==> config.mk <==
export PLATFORM = sky130hd
export DESIGN_NAME = vm_dispense
export DESIGN_NICKNAME = d
export VERILOG_FILES = /design/src/rtl/vm_pkg.sv /design/src/rtl/vm_pulse_timer.sv /design/src/rtl/vm_dispense.sv
export SDC_FILE = /design/constraint.sdc
export NUM_CORES = 1
export LEC_CHECK = 0
export ABC_AREA = 0
export ABC_CLOCK_PERIOD_IN_PS = 2300
export CORE_MARGIN = 2
export CORE_UTILIZATION = 48
export DETAILED_ROUTE_END_ITERATION = 8
export GPL_TIMING_DRIVEN = 0
export PLACE_DENSITY = 0.75
export SLEW_MARGIN = 10
export SYNTH_ARGS = -nofsm -noshare
export SYNTH_HDL_FRONTEND = slang
export SYNTH_SLANG_ARGS = --single-unit
==> constraint.sdc <==
create_clock -name clk -period 2.3 [get_ports clk]
set_input_delay 0.69 -clock clk [delete_from_list [all_inputs] [get_ports clk]]
set_output_delay 0.69 -clock clk [all_outputs]
set_load 0.02 [all_outputs]
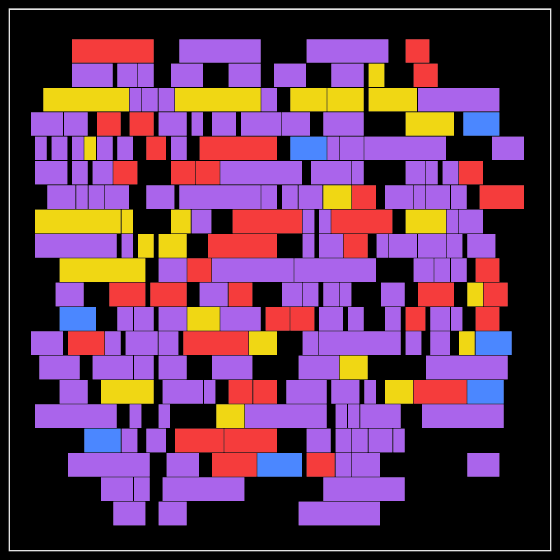
**Above:** sizing map.
Key: _6 and larger = blue [cells 7]; _0 and _1 cells = purple [cells 138]; _2 cells = yellow [cells 24]; _3 and _4 cells = red [cells 37]
final setup margin: -87.7 ps
area grow syn2layout: 39.0%
Plain + repair buffers: 42
Final Instance Area: 2120 um2

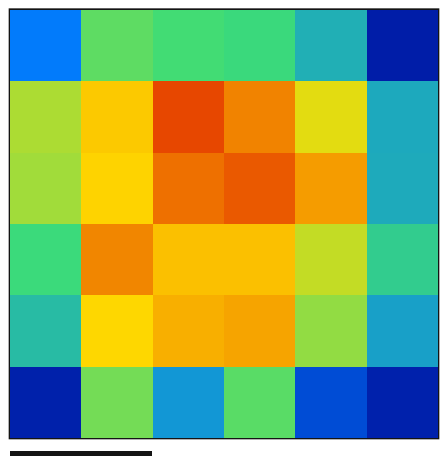
**Above:** cell area per tile.
Bar = 20 um. 6 x 6 tiles, from dark blue (low) to red (high), 0 to 100% covered.
The fullest tile reaches 92%. The emptiest ninth of the die: lower right. The densest ninth of the die: centre.
Core Footprint: 3030 um2
final design utilization: 0.700
FP Util: 0.503

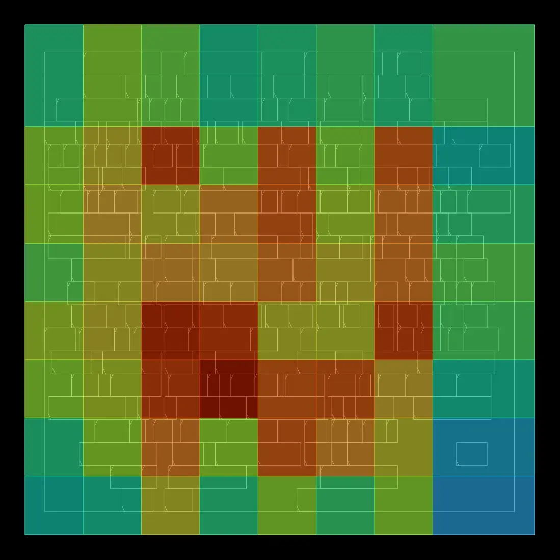
**Above:** congestion heat map.
global-route usage over all layers: 0.216
wire per inst: 15.6 um

==> impl_metrics.py <==
# Metrics from the implementation run
metrics = {
    "pwr": {
        "power.share.clock": 0.083,
        "power_leakage_nw": 0.910,
        "finalPower_w": 0.00268,
        "intPower_w": 0.00149,
    },
    "synthesis": {
        "syn_area_per_cell_um2": 9.13,
        "common_cells": "dfrtp_1 (20), a21oi_1 (17), inv_1 (13), nor2_1 (13), ha_1 (11)",
        "async_reset_ff_frac": 1.00,
        "post-synth-top-count-cell": "dfrtp_1",
        "yosys_warnings": 0,
        "topCellsByArea": "dfrtp_1 (33%), ha_1 (9.0%), a21oi_1 (5.6%)",
        "netlist_area_um2": 1520,
        "yosys.cell_types.count": 47,
        "yosysTopAreaCell": "dfrtp_1",
        "postSynthSeqShare": 0.363,
        "syn_inst": 167,
        "yosys_most_used_dff": "dfrtp_1",
    },
    "job": {
        "tool_warnings": 34,
    },
    "timing": {
        "setup_viol": 4,
        "fin_crit_sh": 1.04,
        "rsz0062_at_grt": "yes",
        "hold_violations": 0,
        "layout_setup_ws_ps": -87.7,
    },
    "critical_path": {
        "path_depth": 11,
        "end_kind": "flop",
        "slowest_stage": "dfrtp_2",
        "crit_buf_inv": 3,
        "critPathMaxStageDelay_ps": 430,
        "start_kind": "flop",
        "path_class": "reg -> reg",
    },
    "clock_tree": {
        "cts_buffers": 3,
        "root_buffer": "clkbuf_4",
        "clkSinkCount": 22,
    },
    "global_routing": {
        "met2_usage": 0.370,
        "gr-usage-met1": 0.267,
        "grt_max_degree": 23,
        "grt_overflow": 0,
        "first_global_vias": 1291,
        "top_usage_layer": "met2",
    },
    "floorplan": {
        "die_h_um": 60.3,
        "die_x_um": 60.3,
    },
    "drt": {
        "route.vias.total": 1448,
        "first_pass_iters": 4,
    },
    "run_status": {
        "failed_checks": "setup timing",
        "status": "finished, violations left",
    },
    "placement": {
        "dp_slack_ps": -681,
        "place_area_um2": 1830,
    },
    "cells_and_area": {
        "ff_latch_area_um2": 556,
    },
}
## per-stage QoR
step	hold slack, ps	TNS [ps]
finish	558	-238
global route	583	-830
CTS	550	-144
detailed placement	524	-6240
global placement	509	-6100
floorplan	394	-4.72
## cell families (layout without fill, tap and decap cells)
family | count (synthesis) | count (layout) | share of synthesized area
xor+xnor | 9 | 9 | 0.0517
simple gates | 53 | 53 | 0.203
buf+inv | 21 | 60 | 0.0632
fa+ha+maj | 11 | 11 | 0.0903
flops | 22 | 22 | 0.363
mux | 2 | 2 | 0.0148
compound gates | 49 | 49 | 0.214
## final cells by class
class / count / area share
Buffer: 6 / 0.0219
Clock buffer: 4 / 0.0171
Inverter: 14 / 0.0289
Multi-Input combinational cell: 124 / 0.496
Sequential cell: 22 / 0.262
Tap cell: 44 / 0.0260
Timing Repair Buffer: 36 / 0.148
## power groups by stage
stage	registers, W	logic (W)	clock network, W
floorplan	0.000863	0.000848	0
global placement	0.000808	0.00126	0
detailed placement	0.000821	0.00130	0
CTS	0.000797	0.00143	0.000228
global route	0.000844	0.00177	0.000246
finish	0.000815	0.00164	0.000223
## repair_timing
| item | CTS | global route |
|---|---|---|
| gates resized | 34 | 34 |
| hold endpoints to repair | 0 | 0 |
| setup buffers | 7 | 8 |
| setup endpoints to repair | 15 | 17 |
| pin swaps | 10 | 11 |
## cells in the final DEF, fill, tap and decap left out, types with 5 or more instances in the layout
master	instances
clkdlybuf4s50_1	11
buf_4	15
nor2_1	10
a21oi_1	15
inv_1	9
dfrtp_1	18
buf_6	6
nor3_1	8
ha_1	10
o21ai_0	5
xnor2_1	6
## per-layer routing
metal,up-vias,wire (um),share of wire
met2,51,2000,0.51
met5,-,0,0
met4,0,57,0.015
li1,687,-,-
met3,4,199,0.051
met1,706,1640,0.42
Power and IR drop assume default switching activity.
